File: config.mk
export PLATFORM = sky130hd
export DESIGN_NAME = request_serializer
export DESIGN_NICKNAME = d
export VERILOG_FILES = /design/src/rtl/request_serializer_pkg.sv /design/src/rtl/request_serializer_priority_encoder.sv /design/src/rtl/request_serializer.sv
export SDC_FILE = /design/constraint.sdc
export NUM_CORES = 1
export LEC_CHECK = 0
export CORE_AREA = 2 2 39 41
export DETAILED_ROUTE_END_ITERATION = 10
export DIE_AREA = 0 0 41 43
export PLACE_DENSITY = 0.56
export SKIP_CTS_REPAIR_TIMING = 1
export SYNTH_ARGS = -nofsm -noshare
export SYNTH_HDL_FRONTEND = slang
export SYNTH_HIERARCHICAL = 1
export SYNTH_SLANG_ARGS = --single-unit
File: constraint.sdc
create_clock -name clk -period 1.1 [get_ports clk]
set_input_delay 0.165 -clock clk [delete_from_list [all_inputs] [get_ports clk]]
set_output_delay 0.165 -clock clk [all_outputs]
set_load 0.005 [all_outputs]
File: src/rtl/request_serializer_pkg.sv
// Shared state encoding and helpers for the request serializer.
// Drains a latched request vector one code per handshake.
package request_serializer_pkg;

    localparam logic ST_IDLE  = 1'b0;
    localparam logic ST_SERVE = 1'b1;

    typedef enum logic {
        S_IDLE  = ST_IDLE,
        S_SERVE = ST_SERVE
    } state_e;

    // Width of a code that can name any of n request bits.
    function automatic int code_width(input int n);
        return (n <= 1) ? 1 : $clog2(n);
    endfunction

endpackage

File: src/rtl/request_serializer_priority_encoder.sv
// Picks the highest-indexed set bit: code c names bit INPUTS-1-c.
// in_mask is the input with that bit cleared; out is 0 when in is 0.
module priority_encoder
    import request_serializer_pkg::*;
#(
    parameter int INPUTS    = 3,
    parameter int OUT_WIDTH = code_width(INPUTS)
) (
    input  logic [INPUTS-1:0]    in,
    output logic [OUT_WIDTH-1:0] out,
    output logic [INPUTS-1:0]    in_mask
);

    logic found;

    always_comb begin
        out     = '0;
        in_mask = in;
        found   = 1'b0;
        for (int i = INPUTS - 1; i >= 0; i--) begin
            if (in[i] && !found) begin
                found      = 1'b1;
                out        = OUT_WIDTH'(INPUTS - 1 - i);
                in_mask[i] = 1'b0;
            end
        end
    end

endmodule

File: src/rtl/request_serializer.sv
// Latches a request vector and emits one priority code per handshake,
// highest-indexed bit first, pulsing batch_done after the final code.
module request_serializer
    import request_serializer_pkg::*;
#(
    parameter int INPUTS    = 3,
    parameter int OUT_WIDTH = code_width(INPUTS)
) (
    input  logic                 clk,
    input  logic                 rst_n,
    input  logic [INPUTS-1:0]    req_in,
    input  logic                 req_valid,
    output logic                 req_ready,
    input  logic                 flush,
    output logic [OUT_WIDTH-1:0] code_out,
    output logic                 code_valid,
    input  logic                 code_ready,
    output logic [INPUTS-1:0]    pending,
    output logic                 batch_done
);

    state_e              state_q, state_d;
    logic [INPUTS-1:0]   pending_q, pending_d;
    logic                batch_done_q, batch_done_d;
    logic [INPUTS-1:0]   pending_masked;
    logic [OUT_WIDTH-1:0] enc_code;

    priority_encoder #(
        .INPUTS    (INPUTS),
        .OUT_WIDTH (OUT_WIDTH)
    ) u_enc (
        .in      (pending_q),
        .out     (enc_code),
        .in_mask (pending_masked)
    );

    always_ff @(posedge clk) begin
        if (!rst_n) begin
            state_q      <= S_IDLE;
            pending_q    <= '0;
            batch_done_q <= 1'b0;
        end else begin
            state_q      <= state_d;
            pending_q    <= pending_d;
            batch_done_q <= batch_done_d;
        end
    end

    always_comb begin
        state_d      = state_q;
        pending_d    = pending_q;
        batch_done_d = 1'b0;
        req_ready    = 1'b0;
        code_valid   = 1'b0;
        unique case (state_q)
            S_IDLE: begin
                req_ready = 1'b1;
                // An all-zero vector is consumed but starts no batch.
                if (req_valid && (req_in != '0)) begin
                    pending_d = req_in;
                    state_d   = S_SERVE;
                end
            end
            S_SERVE: begin
                code_valid = 1'b1;
                // Flush wins over a same-cycle handshake: that code is not consumed.
                if (flush) begin
                    pending_d = '0;
                    state_d   = S_IDLE;
                end else if (code_ready) begin
                    pending_d = pending_masked;
                    if (pending_masked == '0) begin
                        state_d      = S_IDLE;
                        batch_done_d = 1'b1;
                    end
                end
            end
            default: begin
                state_d   = S_IDLE;
                pending_d = '0;
            end
        endcase
    end

    assign code_out   = enc_code;
    assign pending    = pending_q;
    assign batch_done = batch_done_q;

endmodule

### Gate-type map, run 1

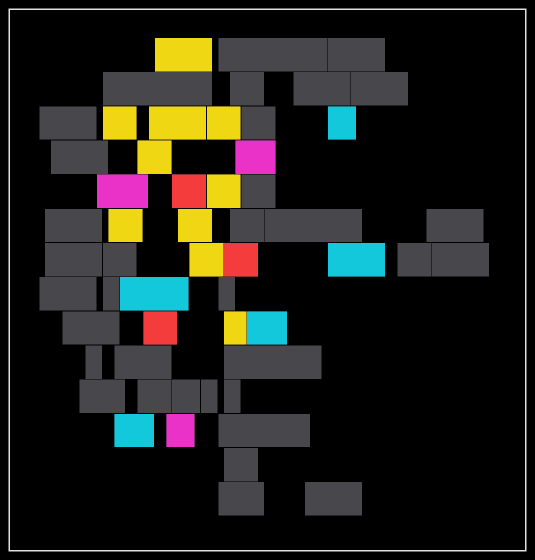
Key: red = non-inverting ao/oa cells [cells 3]; magenta = and/or cells [cells 3]; cyan = nor cells [cells 5, where centre]; yellow = aoi and oai cells [cells 10]
logic share of the area: 33.84%
Non-Filler Instances: 71

### Signal wires on met2, run 1

The bar under the picture is 10 µm long.
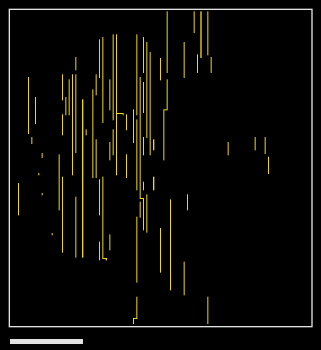
The wires run mostly vertical. The layer holds 51% of the routed length. The layer carries 399 µm of wire. The longest straight run is 21.4 µm.

### The metal 3 layer, run 1

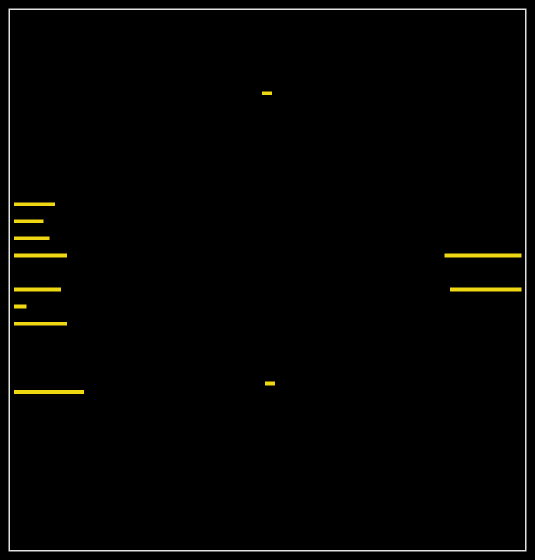
The layer carries 36.6 µm of wire. The longest straight run is 5.90 µm. 11 nets have wire on it.
met3 usage: 1.571%
total wire length: 777 µm
Via Count: 328

### Congestion heat map, run 1

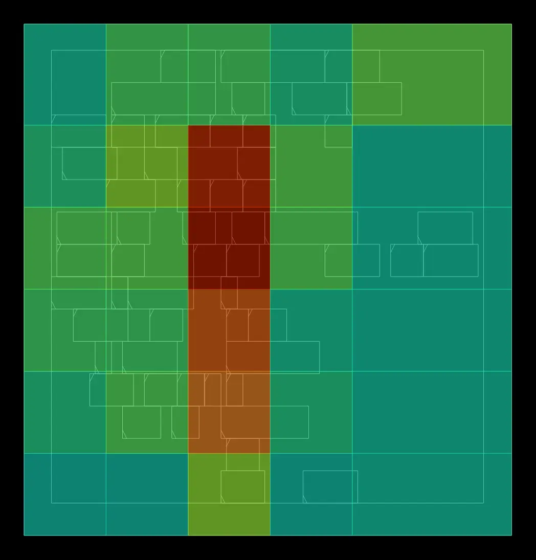
met2 usage: 12.50%
WL/cell: 10.94 µm
GRT Util Overall: 8.835%
grt met1 use: 9.646%

==> impl_metrics.tcl, run 1 <==
# flow metrics
set metrics [dict create \
    outcome "complete, but fails checks" \
    violations "setup timing" \
    fmax_ghz 0.8873 \
    yosys.cell_count.top_type "a211oi_1" \
    drive_above_1_share_pct 38.18 \
    wl_met3_um 36 \
    worst-r2r-cell-count 4 \
    dr_wl_met2_um 399 \
    dominant_cells "non-clock buffers" \
    power_leakage_nw 0.3732 \
    gp_congestion 0.7796 \
    power_frac_seq_pct 35.8 \
    crit_start "pending[1]" \
    fp.dieH_um 43 \
    pre_cts_ws_ns -0.4073 \
    reg2reg_slack_ns -0.03 \
    dp.cells 68 \
    clock.latency.late_pin_ns 0.25 \
    ios 16 \
    setup_ws_ns -0.02697 \
    whs_ns 0.3349 \
    hold_violations 0 \
    areaGrowthSynthToFinish_pct 101.7 \
    place_area_um2 501.7 \
    clockPowerShare_pct 35.6 \
    drtIter0Drc 6 \
    hp-start "req_in[1]" \
    busiest_layer "met2" \
    area_leaders "dfxtp_1 (35%), a211oi_1 (16%), a22oi_1 (7.8%), nor2b_1 (6.5%), o21a_1 (5.2%)" \
    grt_overflow_total 0 \
    cts.clk_slew.worst_paths_ns 0.05 \
    ys.flops 5 \
    synth_cell_types 17 \
    via_per_inst 4.620 \
    rsz0062_at_grt "yes" \
    adder_share_pct 0 \
    tns_ns -0.02697 \
    ant_nets 0 \
    first_pass_iters 4 \
    hold_class "in -> reg" \
    cp.buffers_inverters 0 \
    synth_seq_share_pct 34.78 \
    setup_viol 1 \
    syn_inst 32 \
    drc 0 \
    irDropWorstVdd_v 0.0005553 \
]
### Port wiring, run 1

The bar under the picture is 10 µm long.
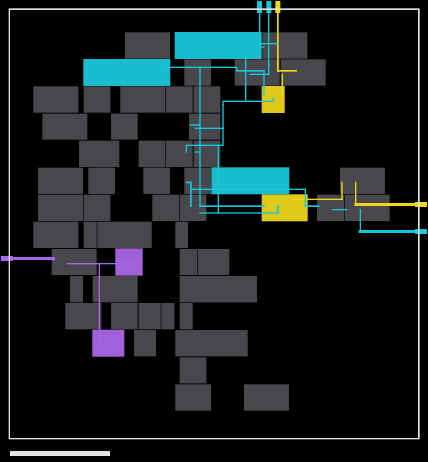

## Run 2: what changed since run 1
--- a/config.mk
+++ b/config.mk
@@ -9,7 +9,6 @@
 export DETAILED_ROUTE_END_ITERATION = 10
 export DIE_AREA = 0 0 41 43
 export PLACE_DENSITY = 0.56
-export SKIP_CTS_REPAIR_TIMING = 1
 export SYNTH_ARGS = -nofsm -noshare
 export SYNTH_HDL_FRONTEND = slang
 export SYNTH_HIERARCHICAL = 1
### Port wiring, run 2

The bar under the picture is 10 µm long.
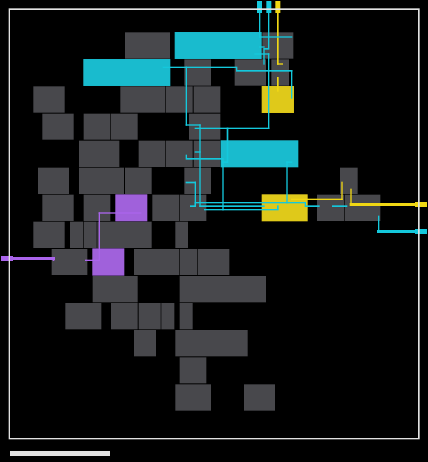
Key: cyan = pending [bits 3, direction output, edge 2 north, 1 east, end cells 3, buffers 4, wire 115 µm]; yellow = code_out [bits 2, direction output, edge 1 north, 1 east, end cells 2, buffers 2, wire 21.6 µm]; purple = flush [bits 1, direction input, edge west, end cells 2, buffers 1, wire 14.4 µm]
io pins: 16
Port Buffers: 15

==> run 2 against run 1 <==
The flow still finishes with violations (setup timing). Sequential share of layout area rose by 1.4 points. Critical path type unchanged. Wire length rose by 0.13%. Power fell by 0.20%. Die size did not move. Cell area fell by 4.5%. Clock power barely moved. Synthesized cell count did not move. Sequential power barely moved. Combinational power barely moved. Clock skew fell by 0.0022 ns.
==> impl_metrics.tcl, run 2 <==
# flow metrics
set metrics [dict create \
    instances_no_fill 72 \
    syn_inst 32 \
    whs_ns 0.4230 \
    grtUsageMet1_pct 11.25 \
    clockPowerShare_pct 35.3 \
    hp-start "code_ready" \
    clock.latency.late_pin_ns 0.25 \
    outcome "complete, but fails checks" \
    violations "setup timing" \
    first_pass_iters 3 \
    yosys.cell_count.top_type "a211oi_1" \
    tns_ns -0.02160 \
    ys_sh_simple_pct 25.65 \
    hold_class "in -> reg" \
    place_area_um2 501.7 \
    ys.flops 5 \
    reg2reg_slack_ns -0.02 \
    dr_wl_met2_um 389 \
    drive_above_1_share_pct 50.00 \
    power_leakage_nw 0.2535 \
    avgRoutedWirePerCell_um 10.81 \
    via_per_inst 4.611 \
    fmax_ghz 0.8949 \
    routed.top_layer "met4" \
    drc 0 \
    areaGrowthSynthToFinish_pct 92.61 \
    setup_ws_ns -0.01749 \
    wl_met3_um 40 \
    adder_share_pct 0 \
    final_nets 65 \
    dp.cells 68 \
    cp.buffers_inverters 0 \
    cts.clk_slew.worst_paths_ns 0.04 \
    setup_viol 2 \
    fp.dieH_um 43 \
    cts.path.max_buffers 2 \
    slew_violations 0 \
    comb-cell-share_pct 37.92 \
    synth_seq_share_pct 34.78 \
    hold_violations 0 \
    switchingPower_mw 0.1693 \
    gp_congestion 0.7796 \
    rsz0062_at_grt "yes" \
    worst-r2r-cell-count 4 \
    synth_cell_types 17 \
    routed_wl_um 778 \
    irDropWorstVdd_v 0.0005357 \
    area_leaders "dfxtp_1 (35%), a211oi_1 (16%), a22oi_1 (7.8%), nor2b_1 (6.5%), o21a_1 (5.2%)" \
    crit_start "pending[2]" \
]
### Congestion heat map, run 2

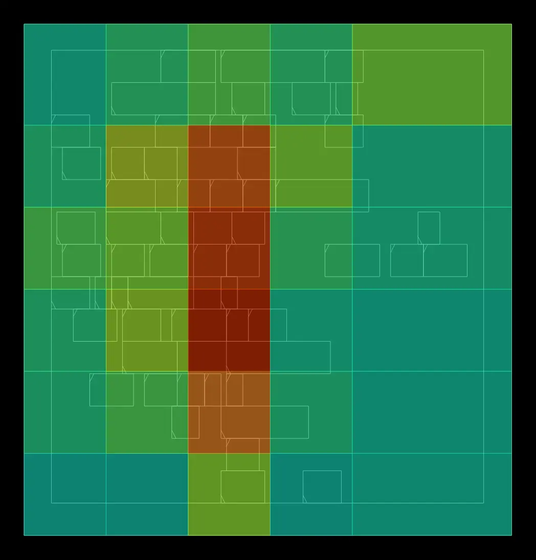
fin util: 40.05%
Most Used Layer, Global Route: met2
GRT Util Overall: 10.34%
met2 usage: 15.63%

## Run 3: what changed since run 2
--- a/config.mk
+++ b/config.mk
@@ -8,6 +8,7 @@
 export CORE_AREA = 2 2 39 41
 export DETAILED_ROUTE_END_ITERATION = 10
 export DIE_AREA = 0 0 41 43
+export GPL_ROUTABILITY_DRIVEN = 0
 export PLACE_DENSITY = 0.56
 export SYNTH_ARGS = -nofsm -noshare
 export SYNTH_HDL_FRONTEND = slang
### The metal 3 layer, run 3

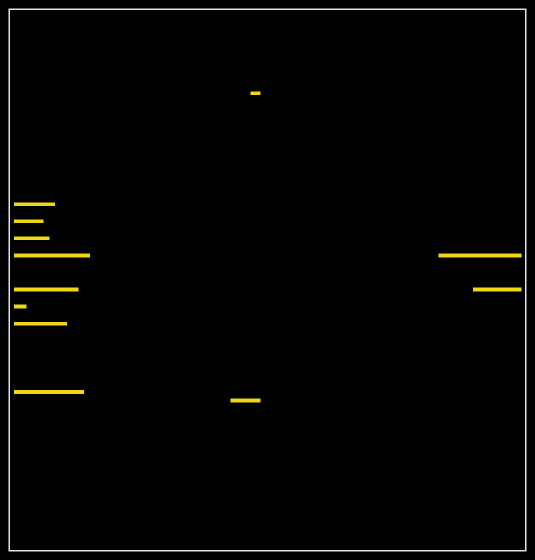
The layer carries 40.3 µm of wire. The wires run mostly horizontal. The longest straight run is 6.30 µm. 11 nets have wire on it. The layer holds 5.2% of the routed length.

### Congestion heat map, run 3

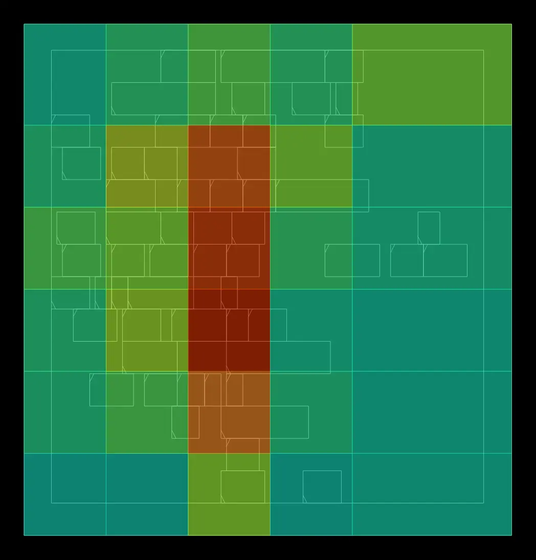
grt met1 use: 11.25%
WL/cell: 10.81 µm

==> run 3 against run 2 <==
The flow still finishes with violations (setup timing). Power did not move. Highest routed layer unchanged. Setup slack stayed put. Sequential share of layout area stayed put. Non-clock buffer count stayed put.
==> impl_metrics.tcl, run 3 <==
# flow metrics
set metrics [dict create \
    port_buffers 15 \
    routed.top_layer "met4" \
    violations "setup timing" \
    grt_use_met2_pct 15.63 \
    adder_share_pct 0 \
    synth_seq_share_pct 34.78 \
    power_frac_seq_pct 35.9 \
    synth_cell_types 17 \
    dominant_cells "multi-input combinational cells" \
    yosys.cell_count.top_type "a211oi_1" \
    cts.path.max_buffers 2 \
    first_pass_iters 3 \
    drc 0 \
    clockPowerShare_pct 35.3 \
    hold_class "in -> reg" \
    ant_nets 0 \
    setup_ws_ns -0.01749 \
    setup_viol 2 \
    grt_overflow_total 0 \
    comb-cell-share_pct 37.92 \
    fmax_ghz 0.8949 \
    switchingPower_mw 0.1693 \
    hold_violations 0 \
    grt_usage_pct 10.34 \
    area_leaders "dfxtp_1 (35%), a211oi_1 (16%), a22oi_1 (7.8%), nor2b_1 (6.5%), o21a_1 (5.2%)" \
    dp.cells 68 \
    wl_met3_um 40 \
    crit_start "pending[2]" \
    slew_violations 0 \
    outcome "complete, but fails checks" \
    clock.latency.late_pin_ns 0.25 \
    fp.dieH_um 43 \
    instances_no_fill 72 \
    place_area_um2 501.7 \
    routed_wl_um 778 \
    rsz0062_at_grt "yes" \
    drive_above_1_share_pct 50.00 \
    whs_ns 0.4230 \
]
Power is estimated from default activity; no workload was simulated.
